--- src/rtl/seq_detect_prog.sv ---
// Programmable serial pattern detector: run-time pattern/length/overlap, registered
// one-cycle match pulse and a saturating match counter.
module seq_detect_prog #(
    parameter  int MAX_LEN = 8,
    parameter  int COUNT_W = 16,
    localparam int LEN_W   = $clog2(MAX_LEN + 1)
) (
    input  logic               clk,
    input  logic               rst_n,
    input  logic               x_valid,
    input  logic               x,
    input  logic               cfg_load,
    input  logic [MAX_LEN-1:0] cfg_pattern,
    input  logic [LEN_W-1:0]   cfg_len,
    input  logic               cfg_overlap,
    input  logic               count_clr,
    output logic               y,
    output logic [COUNT_W-1:0] match_count
);

    localparam logic [LEN_W-1:0]   MAX_LEN_L = LEN_W'(MAX_LEN);
    localparam logic [MAX_LEN-1:0] ALL_ONES  = '1;
    localparam logic [COUNT_W-1:0] COUNT_MAX = '1;

    logic [MAX_LEN-1:0] hist_q, hist_d;
    logic [LEN_W-1:0]   fill_q, fill_d;
    logic [MAX_LEN-1:0] pattern_q, pattern_d;
    logic [LEN_W-1:0]   len_q, len_d;
    logic               overlap_q, overlap_d;
    logic               y_q, y_d;
    logic [COUNT_W-1:0] count_q, count_d;

    logic [MAX_LEN-1:0] hist_shift;
    logic [LEN_W-1:0]   fill_inc;
    logic [MAX_LEN-1:0] len_mask;
    logic               match;

    always_comb begin
        hist_d     = hist_q;
        fill_d     = fill_q;
        pattern_d  = pattern_q;
        len_d      = len_q;
        overlap_d  = overlap_q;
        y_d        = 1'b0;
        count_d    = count_q;
        match      = 1'b0;

        hist_shift = {hist_q[MAX_LEN-2:0], x};
        fill_inc   = (fill_q >= MAX_LEN_L) ? MAX_LEN_L : fill_q + LEN_W'(1);
        // Shifting by len_q == MAX_LEN empties the ones, so the mask covers every bit.
        len_mask   = ~(ALL_ONES << len_q);

        if (cfg_load) begin
            pattern_d = cfg_pattern;
            len_d     = (cfg_len > MAX_LEN_L) ? MAX_LEN_L : cfg_len;
            overlap_d = cfg_overlap;
            hist_d    = '0;
            fill_d    = '0;
        end else if (x_valid) begin
            match  = (len_q != '0) && (fill_inc >= len_q) &&
                     ((hist_shift & len_mask) == (pattern_q & len_mask));
            hist_d = hist_shift;
            fill_d = (match && !overlap_q) ? '0 : fill_inc;
            y_d    = match;
        end

        if (count_clr) begin
            count_d = '0;
        end else if (match && (count_q != COUNT_MAX)) begin
            count_d = count_q + COUNT_W'(1);
        end
    end

    always_ff @(posedge clk or negedge rst_n) begin
        if (!rst_n) begin
            hist_q    <= '0;
            fill_q    <= '0;
            pattern_q <= '0;
            len_q     <= '0;
            overlap_q <= 1'b0;
            y_q       <= 1'b0;
            count_q   <= '0;
        end else begin
            hist_q    <= hist_d;
            fill_q    <= fill_d;
            pattern_q <= pattern_d;
            len_q     <= len_d;
            overlap_q <= overlap_d;
            y_q       <= y_d;
            count_q   <= count_d;
        end
    end

    assign y           = y_q;
    assign match_count = count_q;

endmodule
--- config.mk ---
export PLATFORM = sky130hd
export DESIGN_NAME = seq_detect_prog
export DESIGN_NICKNAME = d
export VERILOG_FILES = /design/src/rtl/seq_detect_prog.sv
export SDC_FILE = /design/constraint.sdc
export NUM_CORES = 1
export LEC_CHECK = 0
export CORE_UTILIZATION = 55
export CTS_BUF_LIST = sky130_fd_sc_hd__clkbuf_4 sky130_fd_sc_hd__clkbuf_8
export DETAILED_ROUTE_END_ITERATION = 16
export GPL_ROUTABILITY_DRIVEN = 0
export PLACE_DENSITY = 0.82
export SYNTH_ARGS = -nofsm -noshare
export SYNTH_HDL_FRONTEND = slang
export SYNTH_SLANG_ARGS = --single-unit
--- constraint.sdc ---
create_clock -name clk -period 4.4 [get_ports clk]
set_input_delay 1.1 -clock clk [delete_from_list [all_inputs] [get_ports clk]]
set_output_delay 1.1 -clock clk [all_outputs]
set_load 0.005 [all_outputs]
==> impl_metrics.tcl, run 1 <==
# place-and-route summary
set metrics [dict create \
    status "finished clean" \
    clockPowerShare 0.392 \
    postCtsResizedCells 0 \
    grt_max_degree 42 \
    grt_pass1_vias 1685 \
    dr.pass1.iters 4 \
    p_comb_frac 0.109 \
    drt-total-wl_mm 4.21 \
    crit_arrival_ps 3380 \
    seq_area_frac 0.387 \
    hold-path-cell-count 1 \
    fin_cells 296 \
    die_w_microns 64.6 \
    hold_violations 0 \
    cts_tree "yes" \
    switching_share 0.236 \
    clock_sinks 41 \
    grt_antenna_before_repair 0 \
    logic_gates 153 \
    placedCellCount 288 \
    switching_power_uw 192 \
    register_area_sq_um 1030 \
    via_per_inst 5.90 \
    edf_count 0 \
    power_density_nw_per_um2 307 \
    comb-cell-share 0.396 \
    crit_buf_inv 2 \
    start_kind "input pin" \
    cp_max_fo 29 \
    max_freq_mhz 313 \
    worstPathRequired_ps 4590 \
    seq_cell_power_uw 405 \
    htreeDepth 2 \
    cts_setup_buffers 0 \
    regToRegStartpoint "fill_q[0]" \
    final_util 0.713 \
    yosys_warnings 0 \
    core_sq_um 3720 \
    largest_reg_flops 16 \
    drc_errors 0 \
    holdCritPathClass "flip-flop to flip-flop" \
    cp_slowest_cell "clkdlybuf4s50_1" \
    reg2reg_depth 11 \
    critPathCapture "match_count[6]" \
    ys_ff 41 \
    common_cells "dfrtp_1, nor2_1, a21oi_1, nand2_1, mux2_2" \
    seq_cells 41 \
    worstSetupPathType "input pin to flip-flop" \
    synth_area_sq_um 2150 \
    signal_buffers 37 \
    period_minus_slack_ps 3190 \
    die_area_sq_um 4170 \
    synth_top_area_share 0.476 \
    ys_seq_frac 0.476 \
    crit_chain "clkdlybuf4s50_1 > nor2b_1 > nand3_1 > buf_4 > nor4_1 > mux2_1" \
    dp_hpwl_mm 3.04 \
    maxPowerGroup "sequential cells" \
    largestClassByArea "multi-input combinational cells" \
    pg_clk_uw 319 \
    topCellsByArea "dfrtp_1, mux2_2, ha_1" \
    slew_violations 0 \
    vias 1747 \
    die_h_microns 64.6 \
    comb-power_uw 88.9 \
    cts_buffers 5 \
    place_area_sq_um 2530 \
    pre_cts_ws_ps 904 \
    layout.cells.most_common "dfrtp_1" \
    track_usage 0.229 \
    insertion_delay_ps 300 \
    fillers 294 \
    most_common_cell "dfrtp_1" \
    nets 273 \
    power_frac_seq 0.499 \
    diodes 0 \
    final_cell_mix "dfrtp_1, clkdlybuf4s50_1, nor2_1" \
    flop_cell "dfrtp_1" \
    clkSlewWorstSetupHoldPaths_ps 80 \
    tool_warnings 28 \
    clock_buffers 6 \
    vdd_drop_max_v 0.000209 \
]
## run 1: routing by layer
layer / up-vias / part of all wire / track usage
met5: - / 0 / 0
met4: 0 / 0.018 / 0.100
met3: 7 / 0.042 / 0.0475
met2: 46 / 0.45 / 0.370
met1: 841 / 0.49 / 0.298
li1: 853 / - / -
## run 1: logic make-up (layout without fill, tap and decap cells)
family | after synthesis | in the layout | share of synthesized area
AND/OR/NAND/NOR | 70 | 70 | 0.174
flip-flops | 41 | 41 | 0.476
XOR/XNOR | 9 | 9 | 0.0366
buffers and inverters | 19 | 54 | 0.0354
adder cells (fa/ha/maj) | 7 | 7 | 0.0407
multiplexers | 18 | 18 | 0.0901
AND-OR/OR-AND | 49 | 49 | 0.146
Fig. 1: run 1, gate-type map
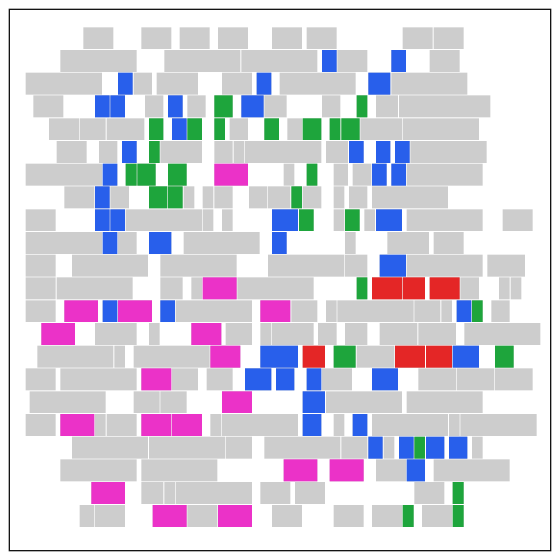
colour	family	cells	most used
magenta	mux cells	18	mux2_2
blue	aoi and oai cells	43	a21oi_1
red	non-inverting ao/oa cells	6	a32o_1
green	nand cells	27	nand2_1

Fig. 2: run 1, wiring by layer
Only two layers are drawn.
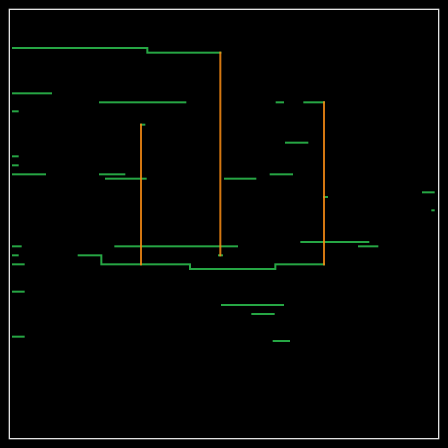
colour	layer	wire length
green	metal 3	177 microns
orange	metal 4	76.2 microns

Fig. 3: run 1, sequential cells grouped by signal name
The bar under the picture is 20 microns long. Other sequential cells in the stronger grey, the rest of the logic in the fainter grey.
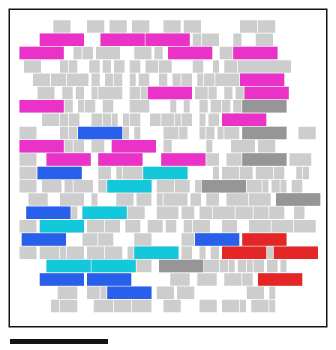
colour	name in the netlist	sequential cells
cyan	hist_q	7
red	len_q	4
blue	pattern_q	8
magenta	match_count	16
not coloured	6

--- run 2 (diff from run 1) ---
- clock period: 4.4 -> 3.15 ns (I/O delays scaled with it)
Fig. 4: run 2, wiring by layer
Only two layers are drawn.
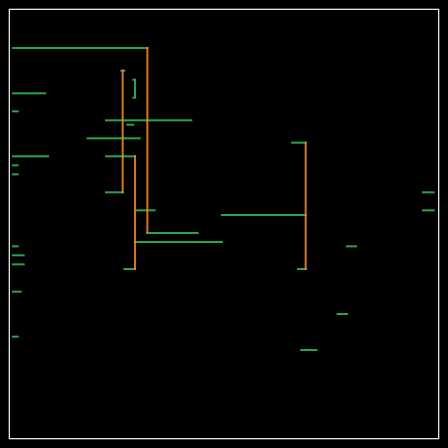
Via Count: 1762
Routed Wire Length: 4.42 mm
gr usage total: 0.240
Routed wire per std cell: 14.9 microns

==> impl_metrics.tcl, run 2 <==
# place-and-route summary
set metrics [dict create \
    status "finished clean" \
    worstSetupPathType "flip-flop to flip-flop" \
    cts_setup_buffers 0 \
    postCtsResizedCells 0 \
    slew_violations 0 \
    clock_sinks 41 \
    place_area_sq_um 2560 \
    comb-power_uw 128 \
    cts_buffers 5 \
    tool_warnings 28 \
    seq_area_frac 0.387 \
    period_minus_slack_ps 2870 \
    reg2reg_depth 11 \
    synth_area_sq_um 2150 \
    fillers 297 \
    flop_cell "dfrtp_1" \
    yosys_warnings 0 \
    max_freq_mhz 349 \
    topCellsByArea "dfrtp_1, mux2_2, ha_1" \
    via_per_inst 5.93 \
    seq_cell_power_uw 567 \
    final_util 0.713 \
    edf_count 0 \
    layout.cells.most_common "dfrtp_1" \
    power_frac_seq 0.545 \
    cp_max_fo 29 \
    most_common_cell "dfrtp_1" \
    p_comb_frac 0.123 \
    pre_cts_ws_ps 153 \
    common_cells "dfrtp_1, nor2_1, a21oi_1, nand2_1, mux2_2" \
    nets 275 \
    drc_errors 0 \
    dr.pass1.iters 4 \
    insertion_delay_ps 290 \
    cts_tree "yes" \
    die_w_microns 64.6 \
    clock_buffers 7 \
    ys_seq_frac 0.476 \
    die_area_sq_um 4170 \
    placedCellCount 290 \
    hold-path-cell-count 1 \
    regToRegStartpoint "fill_q[0]" \
    crit_buf_inv 1 \
    grt_max_degree 42 \
    worstPathRequired_ps 3320 \
]
Fig. 5: run 2, gate-type map
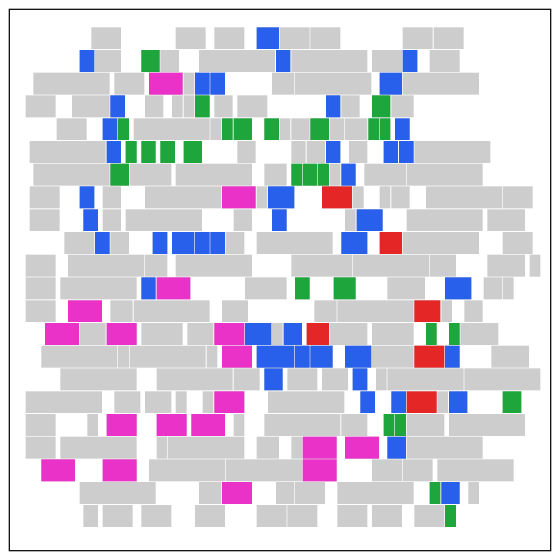
colour	family	cells	most used
blue	aoi and oai cells	43	a21oi_1
red	non-inverting ao/oa cells	6	a32o_1
magenta	mux cells	18	mux2_2
green	nand cells	27	nand2_1

[run 2: per-layer routing]
metal	global-route usage	vias to the layer above	part of all wire
li1	-	850	-
met1	0.321	863	0.47
met2	0.384	39	0.49
met3	0.0440	10	0.027
met4	0.100	0	0.019
met5	0	-	0
[run 2: kinds of logic (layout without fill, tap and decap cells)]
group | count (synthesis) | count (layout) | share of synthesized area
and+or+nand+nor | 70 | 70 | 0.174
DFF | 41 | 41 | 0.476
xor gates and xnor gates | 9 | 9 | 0.0366
AOI/OAI and AO/OA | 49 | 49 | 0.146
muxes | 18 | 18 | 0.0901
adders and majority gates | 7 | 7 | 0.0407
buffers and inverters | 19 | 55 | 0.0354
